==> run_1/power_grid.png <==
The bar under the picture is 20 microns long. Pins as bars on the die edge. Tap cells in grey.
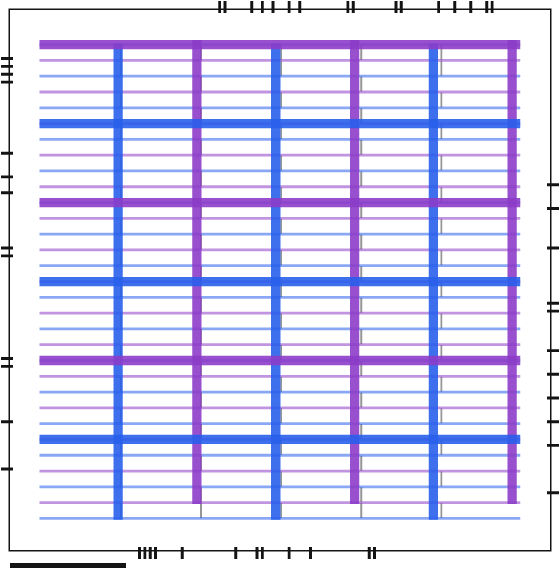
==> run_1/placement_by_type.png <==
The bar under the picture is 20 microns long.
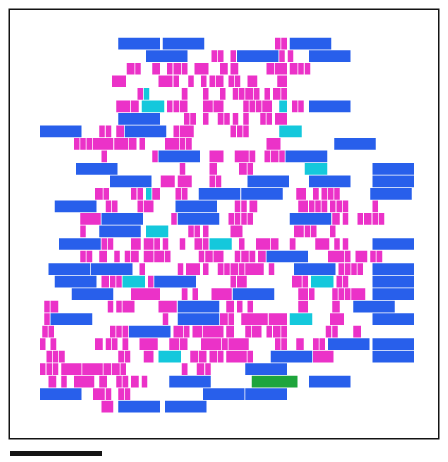
==> run_1/clk_routes.png <==
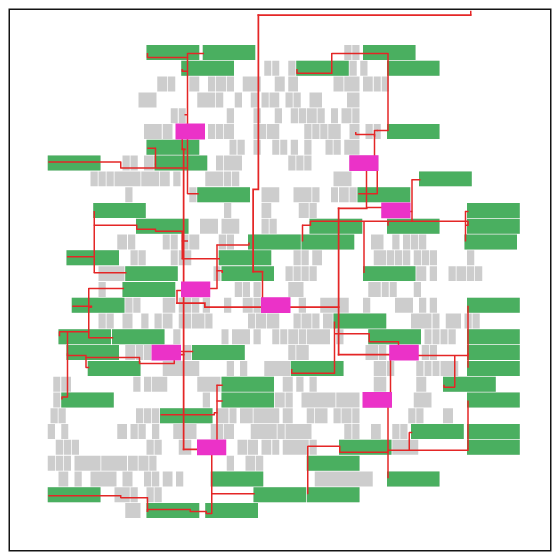
## src/rtl/map_drawer.sv

```systemverilog
// Background redraw engine: sweeps the screen once per drawMap request, streaming map ROM pixels to the VGA adapter.
// Optional build macro MAP_SKIP_KEY_EN: suppress plots of KEY_COLOUR pixels so existing overlay pixels survive.
module map_drawer #(
    parameter int                  COLOUR_W   = 3,
    parameter logic [COLOUR_W-1:0] KEY_COLOUR = '0,
    parameter int                  H_RES      = 320,
    parameter int                  V_RES      = 240
) (
    input  logic                clock,
    input  logic                resetn,
    input  logic                drawMap,
    input  logic [3:0]          gameState,
    output logic [2:0]          map_sel,
    output logic [16:0]         rom_addr,
    input  logic [COLOUR_W-1:0] rom_data,
    output logic [8:0]          vga_x,
    output logic [7:0]          vga_y,
    output logic [COLOUR_W-1:0] vga_colour,
    output logic                vga_plot,
    output logic                doneRedraw
);

    localparam logic [1:0] S_IDLE  = 2'd0;
    localparam logic [1:0] S_DRAW  = 2'd1;
    localparam logic [1:0] S_FLUSH = 2'd2;
    localparam logic [1:0] S_DONE  = 2'd3;

    localparam logic [8:0] X_LAST = 9'(H_RES - 1);
    localparam logic [7:0] Y_LAST = 8'(V_RES - 1);

`ifdef MAP_SKIP_KEY_EN
    localparam logic SKIP_KEY = 1'b1;
`else
    localparam logic SKIP_KEY = 1'b0;
`endif

    logic [1:0]  st_q, st_d;
    logic [3:0]  state_q, state_d;
    logic [8:0]  x_q, x_d;
    logic [7:0]  y_q, y_d;
    logic [16:0] addr_q, addr_d;
    logic        drop_q, drop_d;
    logic        plot_q, plot_d;
    logic [8:0]  vx_q, vx_d;
    logic [7:0]  vy_q, vy_d;
    logic        start;
    logic        last_pix;

    function automatic logic [2:0] decode_map(input logic [3:0] s);
        case (s)
            4'd1, 4'd2: decode_map = 3'd1;
            4'd3, 4'd4: decode_map = 3'd2;
            4'd5, 4'd6: decode_map = 3'd3;
            4'd7, 4'd8: decode_map = 3'd4;
            4'd9:       decode_map = 3'd5;
            default:    decode_map = 3'd0;
        endcase
    endfunction

    assign last_pix = (x_q == X_LAST) && (y_q == Y_LAST);

    always_comb begin
        st_d    = st_q;
        state_d = state_q;
        x_d     = x_q;
        y_d     = y_q;
        addr_d  = addr_q;
        drop_d  = drop_q;
        plot_d  = 1'b0;
        vx_d    = x_q;
        vy_d    = y_q;
        start   = 1'b0;
        case (st_q)
            S_IDLE: start = drawMap;
            S_DRAW: begin
                plot_d = 1'b1;
                if (!drawMap) drop_d = 1'b1;
                if (last_pix) begin
                    st_d = S_FLUSH;
                end else begin
                    addr_d = addr_q + 17'd1;
                    if (x_q == X_LAST) begin
                        x_d = 9'd0;
                        y_d = y_q + 8'd1;
                    end else begin
                        x_d = x_q + 9'd1;
                    end
                end
            end
            S_FLUSH: begin
                if (!drawMap) drop_d = 1'b1;
                st_d = S_DONE;
            end
            default: begin
                // A request dropped mid-sweep gets a single DONE cycle only.
                if (drop_q || !drawMap) st_d = S_IDLE;
                else if (gameState != state_q) start = 1'b1;
            end
        endcase
        if (start) begin
            st_d    = S_DRAW;
            state_d = gameState;
            x_d     = 9'd0;
            y_d     = 8'd0;
            addr_d  = 17'd0;
            drop_d  = 1'b0;
        end
    end

    always_ff @(posedge clock or negedge resetn) begin
        if (!resetn) begin
            st_q    <= S_IDLE;
            state_q <= 4'd0;
            x_q     <= 9'd0;
            y_q     <= 8'd0;
            addr_q  <= 17'd0;
            drop_q  <= 1'b0;
            plot_q  <= 1'b0;
            vx_q    <= 9'd0;
            vy_q    <= 8'd0;
        end else begin
            st_q    <= st_d;
            state_q <= state_d;
            x_q     <= x_d;
            y_q     <= y_d;
            addr_q  <= addr_d;
            drop_q  <= drop_d;
            plot_q  <= plot_d;
            vx_q    <= vx_d;
            vy_q    <= vy_d;
        end
    end

    assign map_sel    = decode_map(state_q);
    assign rom_addr   = addr_q;
    assign vga_x      = vx_q;
    assign vga_y      = vy_q;
    assign vga_colour = rom_data;
    assign vga_plot   = plot_q & ~(SKIP_KEY & (rom_data == KEY_COLOUR));
    assign doneRedraw = (st_q == S_DONE);

endmodule

```

## config.mk

```make
export PLATFORM = sky130hd
export DESIGN_NAME = map_drawer
export DESIGN_NICKNAME = d
export VERILOG_FILES = /design/src/rtl/map_drawer.sv
export SDC_FILE = /design/constraint.sdc
export NUM_CORES = 1
export LEC_CHECK = 0
export ABC_AREA = 1
export CAP_MARGIN = 25
export CORE_MARGIN = 5
export CORE_UTILIZATION = 45
export CTS_CLUSTER_DIAMETER = 200
export CTS_CLUSTER_SIZE = 16
export DETAILED_ROUTE_END_ITERATION = 12
export DONT_BUFFER_PORTS = 1
export PLACE_DENSITY_LB_ADDON = 0.25
export SLEW_MARGIN = 10
export SYNTH_ARGS = -nofsm -noshare
export SYNTH_HDL_FRONTEND = slang
export SYNTH_SLANG_ARGS = --single-unit
```

## constraint.sdc

```tcl
create_clock -name clock -period 3.6 [get_ports clock]
set_input_delay 0.54 -clock clock [delete_from_list [all_inputs] [get_ports clock]]
set_output_delay 0.54 -clock clock [all_outputs]
set_load 0.01 [all_outputs]
```

==> results.yml, run 1 <==
# synthesis and place-and-route metrics
routing:
  drtIter0Drc: 116
  wl_met3_microns: 324
  wirelength_microns: 6380
run:
  tool_warnings: 32
power:
  switching_power_mw: 0.772
  power.total_mw: 1.94
  combPwrFrac: 0.306
  top_power_group: "registers"
finish:
  mostFrequentLayoutCell: "nand2_1"
  final_cell_area_sq_mm: 0.00329
  fin_cells: 462
place:
  placed_cells: 449
logic_synthesis:
  flop_cell: "dfrtp_1"
  yosysCellCount: 378
  synth-edff-count: 0
clock_tree:
  cts_hold_buf: 1
  clockRootBuffer: "clkbuf_8"
global_route:
  grtUsageMet2: 0.257
final_timing:
  fmax_ghz: 0.445
  period_used_share: 0.624
  setup_violations: 0
  tightestPinTransition_ns: 0.639
critical_path:
  endpoint: "rom_addr[7]"
  path_cells: "inv_1 -> ha_1 -> nand3_1 -> nand2_4 -> inv_1 -> nand2_1 -> o21ai_1"
run_status:
  status: "finished clean"
Back to the opening pictures, power_grid.png:
- VDD: purple
- VSS: blue
- met1 rails: 31
- tap cells: 80

Back to the opening pictures, placement_by_type.png:
- remaining buffers and delay cells: green (cells 1; share of their area 0.86%)
- clock drivers and dummy loads: cyan (cells 12; share of their area 4.3%)
- sequential cells: blue (cells 59; share of their area 46%)
- combinational and other logic: magenta (cells 310; share of their area 49%)

Back to the opening pictures, clk_routes.png:
- clock drivers: magenta (count 9)
- clock wires: red (length 762 microns)
- flip-flops: green (count 59)
- routed clock nets: 10

-- run 1: area by class of cell --
class,count,area (sq um)
multi-input combinational,272,1410
fill,642,3460
clock inverter,1,5.00
timing repair buffer,1,27.5
tap,80,100
inverter,38,143
sequential,59,1480
clock buffer,11,131
-- run 1: cell families after synthesis --
| group | after synthesis | synth area share |
|---|---|---|
| AOI/OAI and AO/OA | 26 | 0.0521 |
| xor gates and xnor gates | 16 | 0.0452 |
| adders and majority gates | 11 | 0.0444 |
| buffers and inverters | 47 | 0.0686 |
| DFF | 59 | 0.476 |
| and+or+nand+nor | 219 | 0.314 |
-- run 1: sequential cells by signal, indices dropped and copies added (netlist names) --
name / count
vy_d: 8
vx_d: 9
st_q: 2
vga_y: 8
vga_x: 9
drop_q: 1
vga_plot: 1
rom_addr: 17
state_q: 4
==> run_1/congestion.png <==
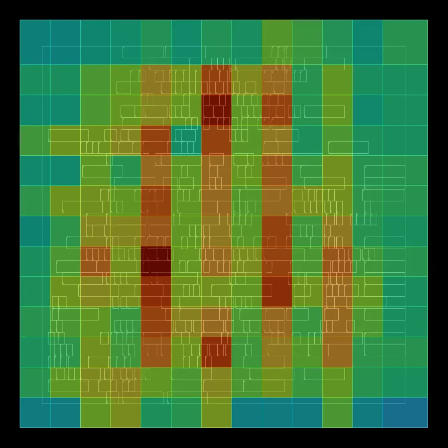

==> run 2: changes to the inputs <==
- clock period: 3.6 -> 2.3 ns (I/O delays scaled with it)
==> run_2/congestion.png <==
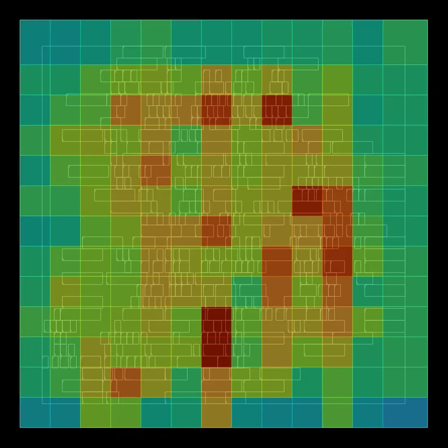
M2 GR Usage: 0.262
GR Layer Usage met1: 0.203

==> results.yml, run 2 <==
# synthesis and place-and-route metrics
power:
  switching_share: 0.397
  clkPwrFrac: 0.239
  combPwrFrac: 0.319
  switching_power_mw: 1.24
  power.total_mw: 3.13
  pwr-share-seq: 0.442
routing:
  wl_met2_microns: 3060
  wl_met3_microns: 382
  wirelength_microns: 6480
  avgRoutedWirePerCell_microns: 13.9
  drtIter0Drc: 189
run_status:
  status: "finished clean"
critical_path:
  endpoint: "vy_d[5]"
  path_cells: "ha_1 -> inv_1 -> nor3_1 -> nand2_2 -> nand2_4 -> inv_1 -> buf_4 -> nand4_1 -> nand2_1"
finish:
  mostFrequentLayoutCell: "nand2_1"
  fin_cells: 468
  final_cell_area_sq_mm: 0.00335
  n_fill_cell: 648
final_timing:
  fmax_ghz: 0.520
  tightestPinTransition_ns: 0.461
  period_used_share: 0.836
  skew_ns: 0.00463
logic_synthesis:
  simple_gate_area_frac: 0.314
  flop_cell: "dfrtp_1"
  synth-edff-count: 0
  yosysCellCount: 378
place:
  placed_cells: 452
clock_tree:
  cts_hold_buf: 2
  clockRootBuffer: "clkbuf_8"
run:
  tool_warnings: 32
global_route:
  grt_pass1_vias: 2298
  antenna_found_initial: 0
==> run_2/power_grid.png <==
The bar under the picture is 20 microns long. Pins as bars on the die edge. Tap cells in grey.
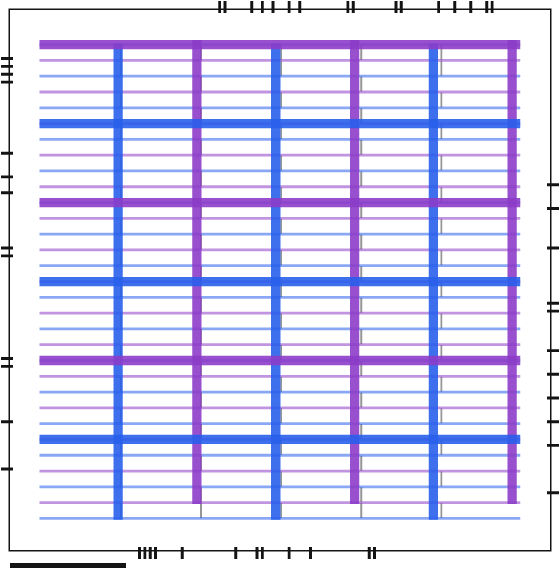
- VDD: purple
- VSS: blue
- met4 straps: 6
- rows: 30
- met1 rails: 31
- tap cells: 80

==> run 2: power by group through the flow <==
stage,clock network (mW),registers (mW),logic [mW]
2_1_floorplan,0,1.36,0.786
3_3_place_gp,0,1.40,0.974
3_5_place_dp,0,1.41,0.977
4_1_cts,0.775,1.39,1.01
5_1_grt,0.816,1.42,1.12
6_report,0.749,1.38,1.00
==> run 2: final cells by class <==
cell class | instances | area [sq um] | share of cell area
clock buffer | 10 | 128 | 0.0381
clock inverter | 4 | 20.0 | 0.00597
inverter | 38 | 143 | 0.0426
multi-input combinational | 272 | 1410 | 0.421
sequential | 59 | 1480 | 0.441
tap | 80 | 100 | 0.0299
timing repair buffer | 5 | 72.6 | 0.0217
No activity file was given, so power comes from the tool's default toggle rates.
